`src/rtl/muldiv_pkg.sv`:
```
// Shared definitions for the HI/LO multiply/divide controller.
// Contents: default operand width, op encodings, FSM state enum, op decode helpers.
package muldiv_pkg;

    localparam int unsigned DEFAULT_WIDTH = 32;

    typedef enum logic [1:0] {
        OpMult  = 2'b00,
        OpMultu = 2'b01,
        OpDiv   = 2'b10,
        OpDivu  = 2'b11
    } op_e;

    typedef enum logic [1:0] {
        StIdle,
        StIter,
        StFix
    } state_e;

    function automatic logic op_is_div(op_e op);
        return (op == OpDiv) || (op == OpDivu);
    endfunction

    function automatic logic op_is_signed(op_e op);
        return (op == OpMult) || (op == OpDiv);
    endfunction

endpackage

```
`src/rtl/muldiv_if.sv`:
```
// Bus between the pipeline and the multiply/divide controller.
// master: pipeline side (drives start/op/operands/moves/rd_req, observes HI/LO and status).
// slave : controller side.
interface muldiv_if #(
    parameter int unsigned WIDTH = muldiv_pkg::DEFAULT_WIDTH
);
    logic             start;
    logic [1:0]       op;
    logic [WIDTH-1:0] rs_val;
    logic [WIDTH-1:0] rt_val;
    logic             mthi;
    logic             mtlo;
    logic [WIDTH-1:0] wdata;
    logic             rd_req;
    logic [WIDTH-1:0] hi;
    logic [WIDTH-1:0] lo;
    logic             busy;
    logic             done;
    logic             stall;
    logic             div_by_zero;
    logic             unsupported;

    modport master (
        output start, op, rs_val, rt_val, mthi, mtlo, wdata, rd_req,
        input  hi, lo, busy, done, stall, div_by_zero, unsupported
    );

    modport slave (
        input  start, op, rs_val, rt_val, mthi, mtlo, wdata, rd_req,
        output hi, lo, busy, done, stall, div_by_zero, unsupported
    );
endinterface

```
`src/rtl/muldiv_step.sv`:
```
// One iteration of the sequential multiplier / restoring divider (purely combinational).
// Ports: div    - select divide step instead of multiply step
//        acc_hi - partial product (MUL) / partial remainder (DIV)
//        acc_lo - multiplier being shifted out (MUL) / dividend shifting into quotient (DIV)
//        opnd   - multiplicand magnitude (MUL) / divisor magnitude (DIV)
//        nxt_hi, nxt_lo - accumulator after this step
// Macro MULDIV_DIV_EN: include the divide step; otherwise only the multiply step exists.
module muldiv_step
    import muldiv_pkg::*;
#(
    parameter int unsigned WIDTH = DEFAULT_WIDTH
) (
    input  logic             div,
    input  logic [WIDTH-1:0] acc_hi,
    input  logic [WIDTH-1:0] acc_lo,
    input  logic [WIDTH-1:0] opnd,
    output logic [WIDTH-1:0] nxt_hi,
    output logic [WIDTH-1:0] nxt_lo
);
    // Shift-add: add multiplicand when the current multiplier bit is set, then shift
    // {carry, sum, multiplier} right by one.
    logic [WIDTH:0]   mul_sum;
    logic [WIDTH-1:0] mul_hi, mul_lo;

    assign mul_sum = {1'b0, acc_hi} + (acc_lo[0] ? {1'b0, opnd} : '0);
    assign mul_hi  = mul_sum[WIDTH:1];
    assign mul_lo  = {mul_sum[0], acc_lo[WIDTH-1:1]};

`ifdef MULDIV_DIV_EN
    // Restoring subtract: bring the next dividend bit into the remainder and subtract
    // the divisor if it fits. The true difference is below the divisor, so WIDTH bits suffice.
    logic [WIDTH:0]   shifted;
    logic [WIDTH-1:0] diff;
    logic             fits;

    assign shifted = {acc_hi, acc_lo[WIDTH-1]};
    assign fits    = shifted >= {1'b0, opnd};
    assign diff    = shifted[WIDTH-1:0] - opnd;

    assign nxt_hi = div ? (fits ? diff : shifted[WIDTH-1:0]) : mul_hi;
    assign nxt_lo = div ? {acc_lo[WIDTH-2:0], fits} : mul_lo;
`else
    logic unused_div;
    assign unused_div = div;

    assign nxt_hi = mul_hi;
    assign nxt_lo = mul_lo;
`endif

endmodule

```
`src/rtl/muldiv_ctrl.sv`:
```
// Sequential HI/LO multiply/divide unit: IDLE -> ITER (WIDTH steps) -> FIX -> IDLE.
// Ports: clk   - rising-edge clock
//        reset - synchronous, active-high; aborts any operation without a done pulse
//        bus   - muldiv_if.slave: start/op/rs_val/rt_val launch, mthi/mtlo/wdata moves,
//                rd_req (MFHI/MFLO), hi/lo, busy/done/stall/div_by_zero/unsupported
// Macro MULDIV_DIV_EN: enables DIV/DIVU. Without it, a divide start is ignored and
// unsupported pulses for one cycle.
module muldiv_ctrl
    import muldiv_pkg::*;
#(
    parameter int unsigned WIDTH = DEFAULT_WIDTH
) (
    input logic     clk,
    input logic     reset,
    muldiv_if.slave bus
);
    localparam int unsigned     CntW    = (WIDTH > 1) ? $clog2(WIDTH) : 1;
    localparam logic [CntW-1:0] CntLoad = CntW'(WIDTH - 1);

    state_e           state_q, state_d;
    logic [CntW-1:0]  cnt_q, cnt_d;
    logic [WIDTH-1:0] acc_hi_q, acc_hi_d, acc_lo_q, acc_lo_d, opnd_q, opnd_d;
    logic [WIDTH-1:0] hi_q, hi_d, lo_q, lo_d;
    logic             is_div_q, is_div_d, neg_q, neg_d, done_q, done_d;

    op_e              op_sel;
    logic             op_signed, op_div, op_ok, launch, busy;
    logic             rs_neg, rt_neg;
    logic [WIDTH-1:0] rs_mag, rt_mag, step_hi, step_lo, fix_hi, fix_lo;
    logic [2*WIDTH-1:0] prod_fix;

    assign op_sel    = op_e'(bus.op);
    assign op_signed = op_is_signed(op_sel);
    assign op_div    = op_is_div(op_sel);
    assign rs_neg    = op_signed & bus.rs_val[WIDTH-1];
    assign rt_neg    = op_signed & bus.rt_val[WIDTH-1];
    assign rs_mag    = rs_neg ? -bus.rs_val : bus.rs_val;
    assign rt_mag    = rt_neg ? -bus.rt_val : bus.rt_val;
    assign launch    = (state_q == StIdle) & bus.start & op_ok;
    assign busy      = (state_q != StIdle);

    assign prod_fix  = neg_q ? -{acc_hi_q, acc_lo_q} : {acc_hi_q, acc_lo_q};

`ifdef MULDIV_DIV_EN
    logic             dz_q, rem_neg_q, dbz_q;
    logic [WIDTH-1:0] quo_fix, rem_fix;

    always_ff @(posedge clk) begin
        if (reset) begin
            dz_q      <= 1'b0;
            rem_neg_q <= 1'b0;
            dbz_q     <= 1'b0;
        end else begin
            dbz_q <= (state_q == StFix) & dz_q;
            if (launch) begin
                dz_q      <= op_div & (bus.rt_val == '0);
                rem_neg_q <= rs_neg;
            end
        end
    end

    // Divide by zero runs the normal iterations: the remainder ends up as |rs|, which the
    // dividend-sign fix turns back into rs; only the quotient needs forcing.
    assign quo_fix = dz_q ? '1 : (neg_q ? -acc_lo_q : acc_lo_q);
    assign rem_fix = rem_neg_q ? -acc_hi_q : acc_hi_q;
    assign fix_hi  = is_div_q ? rem_fix : prod_fix[2*WIDTH-1:WIDTH];
    assign fix_lo  = is_div_q ? quo_fix : prod_fix[WIDTH-1:0];
    assign op_ok   = 1'b1;

    assign bus.div_by_zero = dbz_q;
    assign bus.unsupported = 1'b0;
`else
    logic unsup_q;

    always_ff @(posedge clk) begin
        if (reset) unsup_q <= 1'b0;
        else       unsup_q <= (state_q == StIdle) & bus.start & op_div;
    end

    assign fix_hi = prod_fix[2*WIDTH-1:WIDTH];
    assign fix_lo = prod_fix[WIDTH-1:0];
    assign op_ok  = ~op_div;

    assign bus.div_by_zero = 1'b0;
    assign bus.unsupported = unsup_q;
`endif

    muldiv_step #(
        .WIDTH(WIDTH)
    ) u_step (
        .div   (is_div_q),
        .acc_hi(acc_hi_q),
        .acc_lo(acc_lo_q),
        .opnd  (opnd_q),
        .nxt_hi(step_hi),
        .nxt_lo(step_lo)
    );

    always_comb begin
        state_d  = state_q;
        cnt_d    = cnt_q;
        acc_hi_d = acc_hi_q;
        acc_lo_d = acc_lo_q;
        opnd_d   = opnd_q;
        is_div_d = is_div_q;
        neg_d    = neg_q;
        hi_d     = hi_q;
        lo_d     = lo_q;
        done_d   = 1'b0;
        unique case (state_q)
            StIdle: begin
                if (launch) begin
                    state_d  = StIter;
                    cnt_d    = CntLoad;
                    acc_hi_d = '0;
                    acc_lo_d = op_div ? rs_mag : rt_mag;
                    opnd_d   = op_div ? rt_mag : rs_mag;
                    is_div_d = op_div;
                    neg_d    = rs_neg ^ rt_neg;
                end else if (!bus.start) begin
                    // Any start in IDLE (even an unsupported one) drops same-cycle moves.
                    if (bus.mthi) hi_d = bus.wdata;
                    if (bus.mtlo) lo_d = bus.wdata;
                end
            end
            StIter: begin
                acc_hi_d = step_hi;
                acc_lo_d = step_lo;
                if (cnt_q == '0) begin
                    state_d = StFix;
                end else begin
                    cnt_d = cnt_q - 1'b1;
                end
            end
            StFix: begin
                state_d = StIdle;
                hi_d    = fix_hi;
                lo_d    = fix_lo;
                done_d  = 1'b1;
            end
            default: state_d = StIdle;
        endcase
    end

    always_ff @(posedge clk) begin
        if (reset) state_q <= StIdle;
        else       state_q <= state_d;
    end

    always_ff @(posedge clk) begin
        if (reset) begin
            cnt_q    <= '0;
            acc_hi_q <= '0;
            acc_lo_q <= '0;
            opnd_q   <= '0;
            is_div_q <= 1'b0;
            neg_q    <= 1'b0;
            hi_q     <= '0;
            lo_q     <= '0;
            done_q   <= 1'b0;
        end else begin
            cnt_q    <= cnt_d;
            acc_hi_q <= acc_hi_d;
            acc_lo_q <= acc_lo_d;
            opnd_q   <= opnd_d;
            is_div_q <= is_div_d;
            neg_q    <= neg_d;
            hi_q     <= hi_d;
            lo_q     <= lo_d;
            done_q   <= done_d;
        end
    end

    assign bus.hi    = hi_q;
    assign bus.lo    = lo_q;
    assign bus.busy  = busy;
    assign bus.done  = done_q;
    assign bus.stall = busy & (bus.rd_req | bus.start | bus.mthi | bus.mtlo);

endmodule

```
`src/flat_wrapper.sv`:
```
// flat-port wrapper written by rule: the top's interface ports become plain ports
module muldiv_ctrl_flat import muldiv_pkg::*;
#(
    parameter int unsigned WIDTH = DEFAULT_WIDTH
)
  (clk, reset, bus_start, bus_op, bus_rs_val, bus_rt_val, bus_mthi, bus_mtlo, bus_wdata, bus_rd_req, bus_hi, bus_lo, bus_busy, bus_done, bus_stall, bus_div_by_zero, bus_unsupported);
  muldiv_if #(.WIDTH(WIDTH)) bus_i ();
  input logic clk;
  input logic reset;
  input wire logic [$bits(bus_i.start)-1:0] bus_start;
  input wire logic [$bits(bus_i.op)-1:0] bus_op;
  input wire logic [$bits(bus_i.rs_val)-1:0] bus_rs_val;
  input wire logic [$bits(bus_i.rt_val)-1:0] bus_rt_val;
  input wire logic [$bits(bus_i.mthi)-1:0] bus_mthi;
  input wire logic [$bits(bus_i.mtlo)-1:0] bus_mtlo;
  input wire logic [$bits(bus_i.wdata)-1:0] bus_wdata;
  input wire logic [$bits(bus_i.rd_req)-1:0] bus_rd_req;
  output wire logic [$bits(bus_i.hi)-1:0] bus_hi;
  output wire logic [$bits(bus_i.lo)-1:0] bus_lo;
  output wire logic [$bits(bus_i.busy)-1:0] bus_busy;
  output wire logic [$bits(bus_i.done)-1:0] bus_done;
  output wire logic [$bits(bus_i.stall)-1:0] bus_stall;
  output wire logic [$bits(bus_i.div_by_zero)-1:0] bus_div_by_zero;
  output wire logic [$bits(bus_i.unsupported)-1:0] bus_unsupported;
  assign bus_i.start = bus_start;
  assign bus_i.op = bus_op;
  assign bus_i.rs_val = bus_rs_val;
  assign bus_i.rt_val = bus_rt_val;
  assign bus_i.mthi = bus_mthi;
  assign bus_i.mtlo = bus_mtlo;
  assign bus_i.wdata = bus_wdata;
  assign bus_i.rd_req = bus_rd_req;
  assign bus_hi = bus_i.hi;
  assign bus_lo = bus_i.lo;
  assign bus_busy = bus_i.busy;
  assign bus_done = bus_i.done;
  assign bus_stall = bus_i.stall;
  assign bus_div_by_zero = bus_i.div_by_zero;
  assign bus_unsupported = bus_i.unsupported;
  muldiv_ctrl #(.WIDTH(WIDTH)) u_core (.clk(clk), .reset(reset), .bus(bus_i));
endmodule
```
`config.mk`:
```
export PLATFORM = sky130hd
export DESIGN_NAME = muldiv_ctrl_flat
export DESIGN_NICKNAME = d
export VERILOG_FILES = /design/src/rtl/muldiv_pkg.sv /design/src/rtl/muldiv_if.sv /design/src/rtl/muldiv_step.sv /design/src/rtl/muldiv_ctrl.sv /design/src/flat_wrapper.sv
export SDC_FILE = /design/constraint.sdc
export NUM_CORES = 1
export LEC_CHECK = 0
export ABC_AREA = 1
export CAP_MARGIN = 30
export CORE_ASPECT_RATIO = 1.75
export CORE_MARGIN = 2
export CORE_UTILIZATION = 61
export DETAILED_ROUTE_END_ITERATION = 8
export PLACE_DENSITY = 0.93
export SLEW_MARGIN = 20
export SYNTH_ARGS = -nofsm -noshare
export SYNTH_HDL_FRONTEND = slang
export SYNTH_SLANG_ARGS = --single-unit
```
`constraint.sdc`:
```
create_clock -name clk -period 4.2 [get_ports clk]
set_input_delay 1.26 -clock clk [delete_from_list [all_inputs] [get_ports clk]]
set_output_delay 1.26 -clock clk [all_outputs]
set_load 0.01 [all_outputs]
```
Run 1, selected gate families:
The bar under the picture is 20 um long.
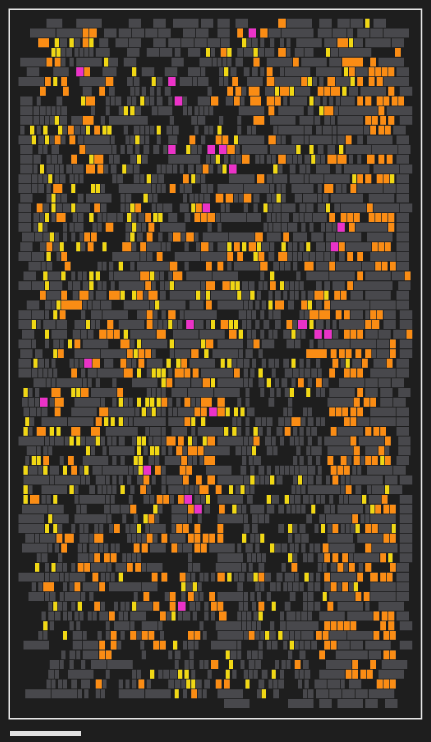
Key: aoi and oai cells = orange [cells 458, most used a21oi_1, where all over the die]; inv cells = yellow [cells 264, most used inv_1, where all over the die]; and/or cells = magenta [cells 22, most used or2_2]
Finished Layout Cells: 2590
Comb area share: 53.8%
most numerous logic cell after layout: nand2_1

Run 1, floorplan with the power grid:
Pins as bars on the die edge. Tap cells in gray.
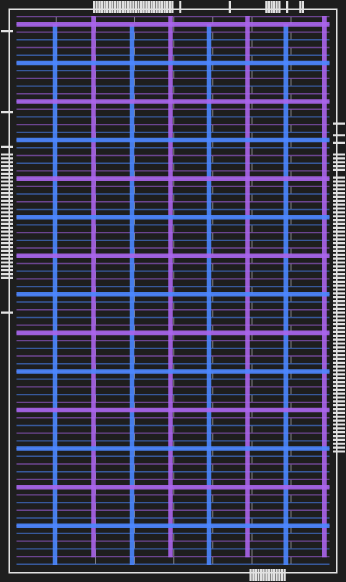
Key: VDD = purple; VSS = blue
72 met1 rails follow the rows. 255 tap cells. The core has 71 rows. 8 straps on met4.
Core ar.: 21300 um^2
die height: 198 um

==> notes.md, run 1 <==
impl run done, here's what came out: CTS Root Cell clkbuf_16, outcome complete, no violations, diodes inserted 0, vias per cell 6.09, deepest clock path buffer count 2, number of fill cells 1881, CP max stage cell clkdlybuf4s50_1, PD cells 325 nW/um^2, Synth area leaders dfxtp_1, nand2_1, nand3_1, nor2_1, inv_1, hold_buf cts 0, I/O pin count 173, adder share 3.67%, Via Count 15800, mux frac, synth 0%, Synth Net Count 2341, vias in the first global route 14700, CTS tree yes, Min-Delay Startpoint u_core.cnt_q[0]$_SDFFE_PP0P_, Crit path max-delay family buffers and inverters, Internal 3.29 mW, r2r startpoint u_core.acc_lo_q[0]$_SDFFE_PP0P_, wire per inst 19.4 um, Hold Path Class register to register, combinational power share 28.5%, XOR Share, Synth 0.600%, grt met2 use 70.9%, Main synth FF type dfxtp_1, CP Buf/Inv Count 2, AO/OA Area Share 20.1%, worst hold path stage count 1, 1st-iter DRT viols 1601, max-slew violation count 0, CP endpoint kind output pin, Core Density at Floorplan 61.6%, Insertion Delay late pin 0.47 ns, Yosys Instances 2199, tool warnings 27, Final setup viols 0, RD Place Congestion 1.10, largest net degree at the start of global routing 82, flip-flops with a built-in enable 0, Critical Path Max Stage Delay 0.56 ns, final period utilization 91.3%, CP Max Fanout 2, Logic Gate Count 1682, P_sw 1.76 mW, GR Overflow Total 0, Resized cells post-CTS 0, CP cell instances clkdlybuf4s50_1 -> nor3_1 -> a21oi_1 -> clkdlybuf4s50_1, Top cell area share 25.9%, Flops after synth 170, WL met1 17.0 mm, Post-synth ARST share 0%, CP dominant cell by count clkdlybuf4s50_1, Flop area 3400 um^2, Clock buf/inv share 4.14%, Final Hold Fails 0, clock power share 35.1%, Setup TNS 0 ns, clk_buf instances 20, post-synthesis chip area from yosys 13100 um^2, Synth Seq Share 25.9%, DRT Pass-1 Iters 6, critical path required time 2.94 ns, commonest cells in the synthesized netlist nand2_1, nor2_1, inv_1, Mapped Cells 2199, Synth Warn # 0, combinational gate area 8360 um^2, IO Port Bufs 171, GR Layer Usage met3 11.0%, Non-clock buffering overhead 11.8%, H-tree depth 4, WL final 50.2 mm, syn avg cell area 5.98 um^2, registers 170, Largest Pwr Group sequential cells, Worst Reg-to-Reg Cells 13, clock skew 0.0119 ns, # DRC 0, die width 115 um, busiest layer in global routing met2, highest metal layer with signal wires met4, Layout Nets 2464, combinational power 1.44 mW
Run 1, placement by cell class:
The bar under the picture is 20 um long.
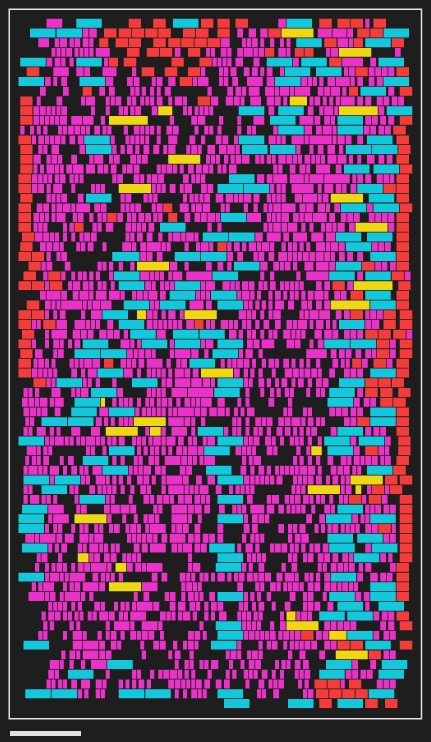
Key: clock drivers and dummy loads = yellow [cells 32]; remaining logic cells = magenta [cells 1946]; remaining buffers and delay cells = red [cells 187]; registers = cyan [cells 170]
Final Util: 72.9%
Row Count: 71
sequential portion of the cell area: 21.9%

run 1: kinds of logic (layout without fill, tap and decap cells):
family | count (synthesis) | count (layout)
simple gates | 1160 | 1160
compound gates | 474 | 474
buf+inv | 347 | 483
flops | 170 | 170
fa+ha+maj | 38 | 38
xor+xnor | 9 | 9
other cells | 1 | 1
run 1: how the worst max path moves through the flow:
stage | slack (ns) | start | cells after the start | to
3_3_place_gp | 0.40 | bus_start | 4 | bus_stall
4_1_cts | 0.38 | bus_start | 4 | bus_stall
2_1_floorplan | 1.39 | bus_mtlo | 2 | bus_stall
3_5_place_dp | 0.37 | bus_start | 4 | bus_stall
5_1_grt | 0.35 | bus_start | 4 | bus_stall
6_report | 0.36 | bus_start | 4 | bus_stall
run 1: layout by cell type, fill, tap and decap left out, drive strengths merged, types with 2 or more instances in the layout:
| cell type | count |
|---|---|
| nand2 | 567 |
| nor2 | 282 |
| inv | 266 |
| nand3 | 225 |
| a21oi | 184 |
| o21ai | 180 |
| clkdlybuf4s50 | 171 |
| dfxtp | 170 |
| ha | 37 |
| a31oi | 27 |
| nor3 | 27 |
| nand4 | 22 |
| clkbuf | 20 |
| o22ai | 19 |
| o21bai | 17 |
| buf | 16 |
| or2 | 15 |
| nand3b | 14 |
| o211ai | 12 |
| o21a | 9 |
| xor2 | 8 |
| a21o | 7 |
| and2 | 6 |
| a21boi | 4 |
| a211oi | 4 |
| bufinv | 4 |
| clkinv | 4 |
| o221ai | 3 |
| o32ai | 2 |
| a221oi | 2 |
| o31ai | 2 |
| o2111ai | 2 |
| clkinvlp | 2 |
run 1: sequential cells by signal, summed over array words and instances (netlist names), 2 cells and up:
register         cells
u_core.state_q       2
u_core.cnt_q         5
u_core.bus.lo       32
u_core.bus.hi       32
u_core.opnd_q       32
u_core.acc_lo_q     32
u_core.acc_hi_q     32
==> run 2: changes to the inputs <==
==> constraint.sdc (replaced) <==
create_clock -name clk -period 4.2 [get_ports clk]
set_input_delay 1.26 -clock clk [delete_from_list [all_inputs] [get_ports clk]]
set_output_delay 1.26 -clock clk [all_outputs]
set_load 0.05 [all_outputs]
Run 2, placement by cell class:
The bar under the picture is 20 um long.
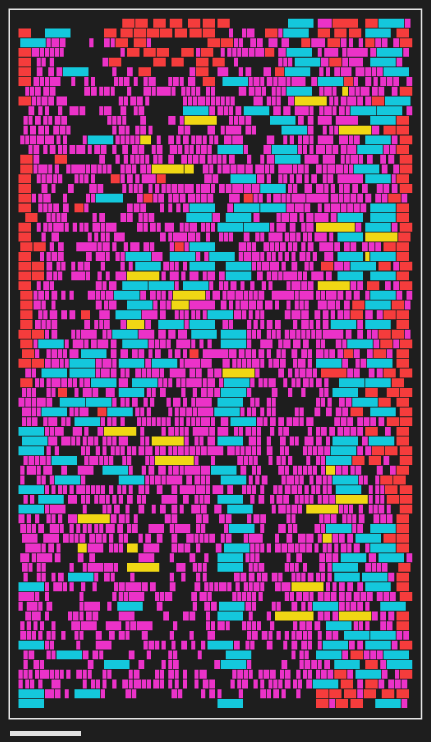
Finished Cell Area: 15500 um^2
Final Util: 72.9%
sequential portion of the cell area: 21.9%

Run 2, floorplan with the power grid:
Pins as bars on the die edge. Tap cells in gray.
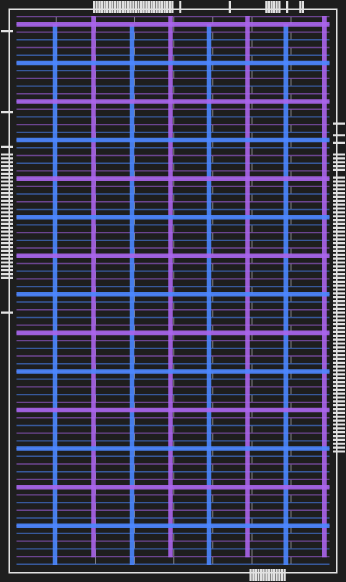
Key: VSS = blue; VDD = purple
8 straps on met4. 72 met1 rails follow the rows.
die width: 115 um
Worst VDD drop: 329 uV

==> run 2 against run 1 <==
Compared with the run above:
- clock skew down 0.0027 ns
- first-iteration DRC count up 16%
- die size unchanged
- total power up 2.7%
- via count up 1.8%
- register-to-register slack worse by 0.12 ns
- synthesized area unchanged
- setup slack better by 0.29 ns
- synthesized cell count unchanged
- sequential cell count unchanged
- cell area about the same
- sequential power about the same
==> notes.md, run 2 <==
impl run done, here's what came out: outcome complete, no violations (unchanged), # Post-CTS Setup Buffers 0 (unchanged), final period utilization 84.5% (was 91.3%), clock power share 32.2% (was 35.1%), most numerous logic cell after layout nand2_1 (unchanged), combinational power 1.67 mW (was 1.44 mW), Synth area leaders dfxtp_1, nand2_1, nand3_1, nor2_1, inv_1 (unchanged), WL met1 17.3 mm (was 17.0 mm), vias in the first global route 15300 (was 14700), GR Layer Usage met3 15.3% (was 11.0%), Core Density at Floorplan 61.6% (unchanged), Core ar. 21300 um^2 (unchanged), post-synthesis chip area from yosys 13100 um^2 (unchanged), busiest layer in global routing met2 (unchanged), Top cell area share 25.9% (unchanged), CP max stage cell clkdlybuf4s50_1 (unchanged), Via Count 16000 (was 15800), Yosys Instances 2199 (unchanged), tool warnings 27 (unchanged), PD cells 334 nW/um^2 (was 325 nW/um^2), Internal 3.22 mW (was 3.29 mW), CP Max Fanout 2 (unchanged), Sw Ratio 37.9% (was 34.9%), I/O pin count 173 (unchanged), CP cell instances clkdlybuf4s50_1 -> nor3_1 -> a21oi_1 -> buf_12 (was clkdlybuf4s50_1 -> nor3_1 -> a21oi_1 -> clkdlybuf4s50_1), Post-synth ARST share 0% (unchanged), GR Overflow Total 0 (unchanged), largest net degree at the start of global routing 82 (unchanged), Hold Path Class register to register (unchanged), Largest Pwr Group sequential cells (unchanged), CP endpoint kind output pin (unchanged), deepest clock path buffer count 2 (unchanged), DRT Pass-1 Iters 8 (was 6), syn avg cell area 5.98 um^2 (unchanged), Final Hold Fails 0 (unchanged), CTS Root Cell clkbuf_16 (unchanged), most frequent logic cells in the routed design nand2_1, nor2_1, inv_1, nand3_1, a21oi_1 (unchanged), vias per cell 6.20 (was 6.09), 1st-iter DRT viols 1851 (was 1601), WL final 53.0 mm (was 50.2 mm), flip-flops with a built-in enable 0 (unchanged), # DRC 0 (unchanged), Synth Seq Share 25.9% (unchanged), commonest cells in the synthesized netlist nand2_1, nor2_1, inv_1 (unchanged), diodes inserted 0 (unchanged), worst slew pin tran 0.880 ns (was 0.900 ns), Synth Warn # 0 (unchanged), H-tree depth 4 (unchanged), P_sw 1.96 mW (was 1.76 mW), combinational power share 32.3% (was 28.5%), Insertion Delay late pin 0.46 ns (was 0.47 ns), Final setup viols 0 (unchanged), Main synth FF type dfxtp_1 (unchanged), Layout Nets 2465 (was 2464), hold_buf cts 0 (unchanged), Flops after synth 170 (unchanged), critical path required time 2.94 ns (about the same), CP Buf/Inv Count 2 (unchanged), max-slew violation count 0 (unchanged), Row Count 71 (unchanged), clock skew 0.00925 ns (was 0.0119 ns), Resized cells post-CTS 0 (unchanged), Critical Path Max Stage Delay 0.53 ns (was 0.56 ns), Crit path max-delay family buffers and inverters (unchanged), CTS tree yes (unchanged), Clock Sink Count 170 (unchanged), clock group power 1.67 mW (was 1.77 mW), Synth Net Count 2341 (unchanged), Setup TNS 0 ns (unchanged), Mapped Cells 2199 (unchanged), highest metal layer with signal wires met5 (was met4), IO Port Bufs 171 (unchanged)
-- run 2: layout make-up --
type	instances	area, um^2
multi-input combinational	1682	8360
sequential	170	3400
inverter	264	991
timing repair buffer	188	1860
clock buffer	20	457
tap	255	319
fill	1833	5780
clock inverter	10	143
-- run 2: worst paths after layout --
path | cells past startpoint | endpoint | slack [ns] | startpoint
setup reg to reg | 15 | u_core.acc_hi_q[15]$_SDFFE_PP0P_ | 1.04 | u_core.acc_lo_q[0]$_SDFFE_PP0P_
hold / removal | 2 | u_core.opnd_q[1]$_SDFFE_PP0P_ | 0.45 | u_core.opnd_q[1]$_SDFFE_PP0P_
hold reg to reg | 2 | u_core.opnd_q[1]$_SDFFE_PP0P_ | 0.45 | u_core.opnd_q[1]$_SDFFE_PP0P_
setup / recovery | 4 | bus_stall | 0.65 | bus_start
-- run 2: logic make-up (layout without fill, tap and decap cells) --
logic type | count (synthesis) | in the layout | synth area share, %
other cells | 1 | 1 | 0.0285
simple gates | 1160 | 1160 | 39.2
flops | 170 | 170 | 25.9
xor+xnor | 9 | 9 | 0.600
buf+inv | 347 | 482 | 10.5
compound gates | 474 | 474 | 20.1
fa+ha+maj | 38 | 38 | 3.67
-- run 2: stage by stage --
step	util (%)	setup slack, ns	cells	total power [mW]
final	72.9	0.653	2589	5.19
after global routing	72.9	0.628	2589	5.35
after CTS	72.9	0.646	2589	5.09
after detailed placement	70.1	0.594	2559	3.46
after global placement	70.1	0.652	2559	3.43
after floorplan	-	0.830	2199	2.92
-- run 2: worst min-delay path: cells and delay by family (launching register included) --
family | cells | cell delay [ns]
DFF | 1 | 0.31
buffers and inverters | 1 | 0.05
AOI/OAI and AO/OA | 1 | 0.05
No activity file was given, so power comes from the tool's default toggle rates.
